==> config.mk <==
export PLATFORM = sky130hd
export DESIGN_NAME = alu_arbiter
export DESIGN_NICKNAME = d
export VERILOG_FILES = /design/src/rtl/alu_arbiter.sv
export SDC_FILE = /design/constraint.sdc
export NUM_CORES = 1
export LEC_CHECK = 0
export ABC_AREA = 1
export CELL_PAD_IN_SITES_DETAIL_PLACEMENT = 1
export CELL_PAD_IN_SITES_GLOBAL_PLACEMENT = 2
export CORE_MARGIN = 2
export CORE_UTILIZATION = 25
export DETAILED_ROUTE_END_ITERATION = 10
export GPL_TIMING_DRIVEN = 0
export PLACE_DENSITY_LB_ADDON = 0.1
export REMOVE_ABC_BUFFERS = 1
export SLEW_MARGIN = 20
export SYNTH_ARGS = -nofsm -noshare
export SYNTH_HDL_FRONTEND = slang
export SYNTH_SLANG_ARGS = --single-unit
export TNS_END_PERCENT = 20
==> constraint.sdc <==
create_clock -name clk -period 1.6 [get_ports clk]
set_input_delay 0.16 -clock clk [delete_from_list [all_inputs] [get_ports clk]]
set_output_delay 0.16 -clock clk [all_outputs]
set_load 0.05 [all_outputs]
==> src/rtl/alu_arbiter.sv <==
// Two-requester ALU with one result register, 1-cycle latency and a per-port valid/ready response.
// Define ALU_ARB_ROUND_ROBIN_EN for round-robin arbitration; otherwise requester 0 has fixed priority.
package alu_arbiter_pkg;
  typedef struct packed {
    logic signed [31:0] a;
    logic signed [31:0] b;
    logic [3:0]         op;
  } alu_data_t;

  localparam logic [3:0] OP_ADD  = 4'b0000;
  localparam logic [3:0] OP_SUB  = 4'b0001;
  localparam logic [3:0] OP_SLL  = 4'b0010;
  localparam logic [3:0] OP_SLT  = 4'b0011;
  localparam logic [3:0] OP_SLTU = 4'b0100;
  localparam logic [3:0] OP_XOR  = 4'b0101;
  localparam logic [3:0] OP_SRL  = 4'b0111;
  localparam logic [3:0] OP_SRA  = 4'b1000;
  localparam logic [3:0] OP_OR   = 4'b1001;
  localparam logic [3:0] OP_AND  = 4'b1010;
endpackage

module alu_arbiter
  import alu_arbiter_pkg::*;
#(
  parameter logic [31:0] ILLEGAL_RESULT = 32'h0000_0000
) (
  input  logic        clk,
  input  logic        rst,
  input  logic [1:0]  req_valid_i,
  input  alu_data_t   req_data_i [2],
  output logic [1:0]  req_ready_o,
  output logic [1:0]  rsp_valid_o,
  input  logic [1:0]  rsp_ready_i,
  output logic [31:0] rsp_result_o,
  output logic        rsp_err_o,
  output logic        busy_o
);

  typedef enum logic {IDLE = 1'b0, RESP = 1'b1} state_t;

  state_t      state_r, state_next_s;
  logic        owner_r;
  logic [1:0]  rsp_valid_r;
  logic [31:0] result_r;
  logic        err_r;
  logic        hs_s, open_s, gnt_s, gnt_idx_s;
  logic [32:0] alu_out_s;
`ifdef ALU_ARB_ROUND_ROBIN_EN
  logic        prio_r;
`endif

  // Returns {err, result}; undefined codes yield ILLEGAL_RESULT with err set.
  function automatic logic [32:0] alu_exec(input alu_data_t d);
    logic [31:0] res;
    logic        err;
    res = 32'h0000_0000;
    err = 1'b0;
    case (d.op)
      OP_ADD:  res = d.a + d.b;
      OP_SUB:  res = d.a - d.b;
      OP_SLL:  res = d.a << d.b[4:0];
      OP_SRL:  res = $unsigned(d.a) >> d.b[4:0];
      OP_SRA:  res = $signed(d.a) >>> d.b[4:0];
      OP_SLT:  res = ($signed(d.a) < $signed(d.b)) ? 32'd1 : 32'd0;
      OP_SLTU: res = ($unsigned(d.a) < $unsigned(d.b)) ? 32'd1 : 32'd0;
      OP_XOR:  res = d.a ^ d.b;
      OP_OR:   res = d.a | d.b;
      OP_AND:  res = d.a & d.b;
      default: begin
        res = ILLEGAL_RESULT;
        err = 1'b1;
      end
    endcase
    return {err, res};
  endfunction

  // Port-open detection and grant selection
  always_comb begin
    hs_s   = (state_r == RESP) && rsp_ready_i[owner_r];
    open_s = (state_r == IDLE) || hs_s;
    gnt_s  = open_s && (|req_valid_i) && !rst;
    if (req_valid_i == 2'b11) begin
`ifdef ALU_ARB_ROUND_ROBIN_EN
      gnt_idx_s = prio_r;
`else
      gnt_idx_s = 1'b0;
`endif
    end else begin
      gnt_idx_s = req_valid_i[1];
    end
  end

  // State register
  always_ff @(posedge clk or posedge rst) begin
    if (rst) begin
      state_r <= IDLE;
    end else begin
      state_r <= state_next_s;
    end
  end

  // Next-state logic
  always_comb begin
    state_next_s = state_r;
    case (state_r)
      IDLE: begin
        if (gnt_s) state_next_s = RESP;
        else       state_next_s = IDLE;
      end
      RESP: begin
        if (gnt_s)     state_next_s = RESP;
        else if (hs_s) state_next_s = IDLE;
        else           state_next_s = RESP;
      end
      default: state_next_s = IDLE;
    endcase
  end

  // Output logic: one-hot accept strobe and the operation on the granted operands
  always_comb begin
    req_ready_o = 2'b00;
    alu_out_s   = alu_exec(req_data_i[gnt_idx_s]);
    if (gnt_s) begin
      req_ready_o = gnt_idx_s ? 2'b10 : 2'b01;
    end else begin
      req_ready_o = 2'b00;
    end
  end

  // Result register; a grant overrides the handshake so back-to-back issue sustains one per cycle
  always_ff @(posedge clk or posedge rst) begin
    if (rst) begin
      owner_r     <= 1'b0;
      rsp_valid_r <= 2'b00;
      result_r    <= 32'h0000_0000;
      err_r       <= 1'b0;
    end else if (gnt_s) begin
      owner_r     <= gnt_idx_s;
      rsp_valid_r <= gnt_idx_s ? 2'b10 : 2'b01;
      result_r    <= alu_out_s[31:0];
      err_r       <= alu_out_s[32];
    end else if (hs_s) begin
      rsp_valid_r <= 2'b00;
    end
  end

`ifdef ALU_ARB_ROUND_ROBIN_EN
  // Priority pointer: the requester not granted last wins the next tie
  always_ff @(posedge clk or posedge rst) begin
    if (rst) begin
      prio_r <= 1'b0;
    end else if (gnt_s) begin
      prio_r <= ~gnt_idx_s;
    end
  end
`endif

  assign rsp_valid_o  = rsp_valid_r;
  assign rsp_result_o = result_r;
  assign rsp_err_o    = err_r;
  assign busy_o       = (state_r == RESP);

endmodule
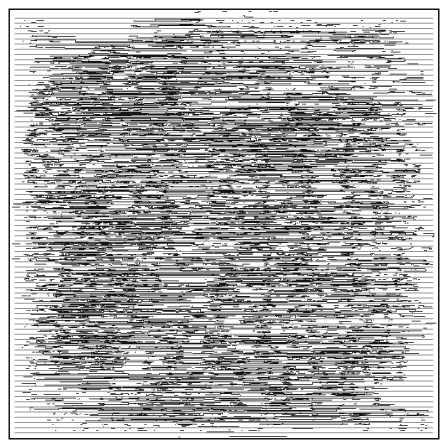
(met1 routing)
Supply wires on this layer in grey.
wire length on this layer: 37.7 mm
nets with wire on the layer: 2655
WL final: 88.05 mm
M1 GR Usage: 0.4390
Vias: 17886

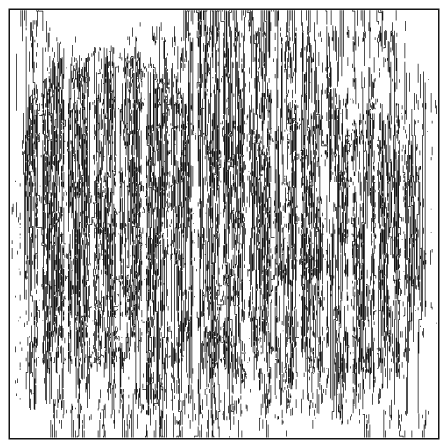
(metal 2)
main direction: vertical
longest straight run: 123 um
met2 Use GR: 0.5825

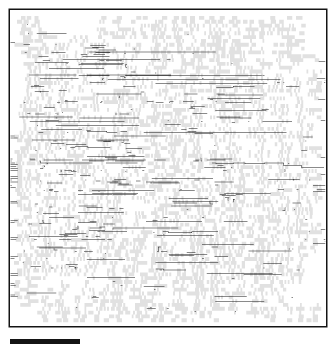
(met3 routing)
Scale bar: 50 um. Cells faint in the background.
share of all routed wire: 4.6%
wire length on this layer: 4050 um
global routing met3 resource utilization: 0.03148

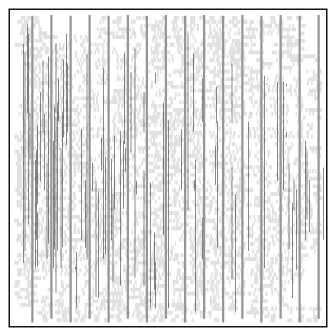
(signal wires on met4)
Supply wires on this layer in grey. Cells faint in the background.
share of all routed wire: 6.1%
nets with wire on the layer: 73
longest straight run: 163 um
wire length on this layer: 5390 um
main direction: vertical

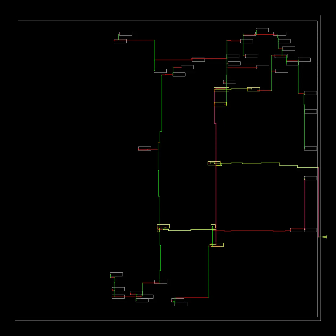
(the clock network)
Sink Count: 37
number of flip-flops and latches: 37
clock group total power: 1.36 mW

==> run_results.csv <==
group,metric,value,unit
run_status,status,"complete, but fails checks",
run_status,failed_checks,"negative setup slack",
cts,cts.reportedPaths.clkPinSlew,0.07,ns
power_and_ir_drop,power.density,703.0,nW/um^2
final_timing,timing.final.ws_setup,-1.157,ns
synth,xor_area_frac,0.0007198,
cts,ctsResizeCount,548,
critical_path,rrSetupSlack,-0.53,ns
critical_path,cp.arrival,3.01,ns
power_and_ir_drop,ir_worst_vdd,0.4031,mV
final_layout,nets,2853,
synth,ys_area,12170,sq um
power_and_ir_drop,power_switching,7.627,mW
final_layout,layout_top_cell,"nand2_1",
critical_path,crit_chain,"buf_16 > inv_12 > nor2_4 > buf_12 > or2_4 > nand2_8 > inv_16 > ha_2 > a21oi_4 > nor2_2 > nor2_2 > nand2_2 > inv_2 > o21ai_4 > nand2_1 > nand2_1 > o211ai_1 > inv_1 > nand2_1 > nand2_1 > nand2_1",
synth,syn_inst,2346,
final_timing,setup-violations-final,37,
global_route,grt_pass1_vias,18319,
critical_path,crit_path_end,"rsp_result_o[11]",
final_layout,stdcell_area,18490,sq um
synth,syn-cell-area,12170,sq um
critical_path,cp_num_cells,21,
synth,ys_ff,37,
critical_path,cp_max_fo,38,
[layout make-up]
type	count	area, sq um
Timing Repair inverter	5	57.56
Timing Repair Buffer	350	3784
Clock inverter	3	43.79
Clock buffer	5	125.1
Inverter	319	1304
Fill cell	6292	29360
Sequential cell	37	925.9
Multi-Input combinational cell	1895	11480
Tap cell	615	769.5
[tightest hold or removal path: stages]
cell            delay (ns)
dlymetal6s2s_1        0.15
clkinv_4              0.07
buf_16                0.11
buf_12                0.20
[through the flow]
stage | hold slack (ns) | TNS [ns]
after floorplan | 0.3482 | -83.45
after global placement | 0.4628 | -252.47
after detailed placement | 0.4664 | -142.83
after CTS | 0.1156 | -34.02
after global routing | 0.03496 | -38.93
final | 0.002791 | -34.26
No activity file was given, so power comes from the tool's default toggle rates.
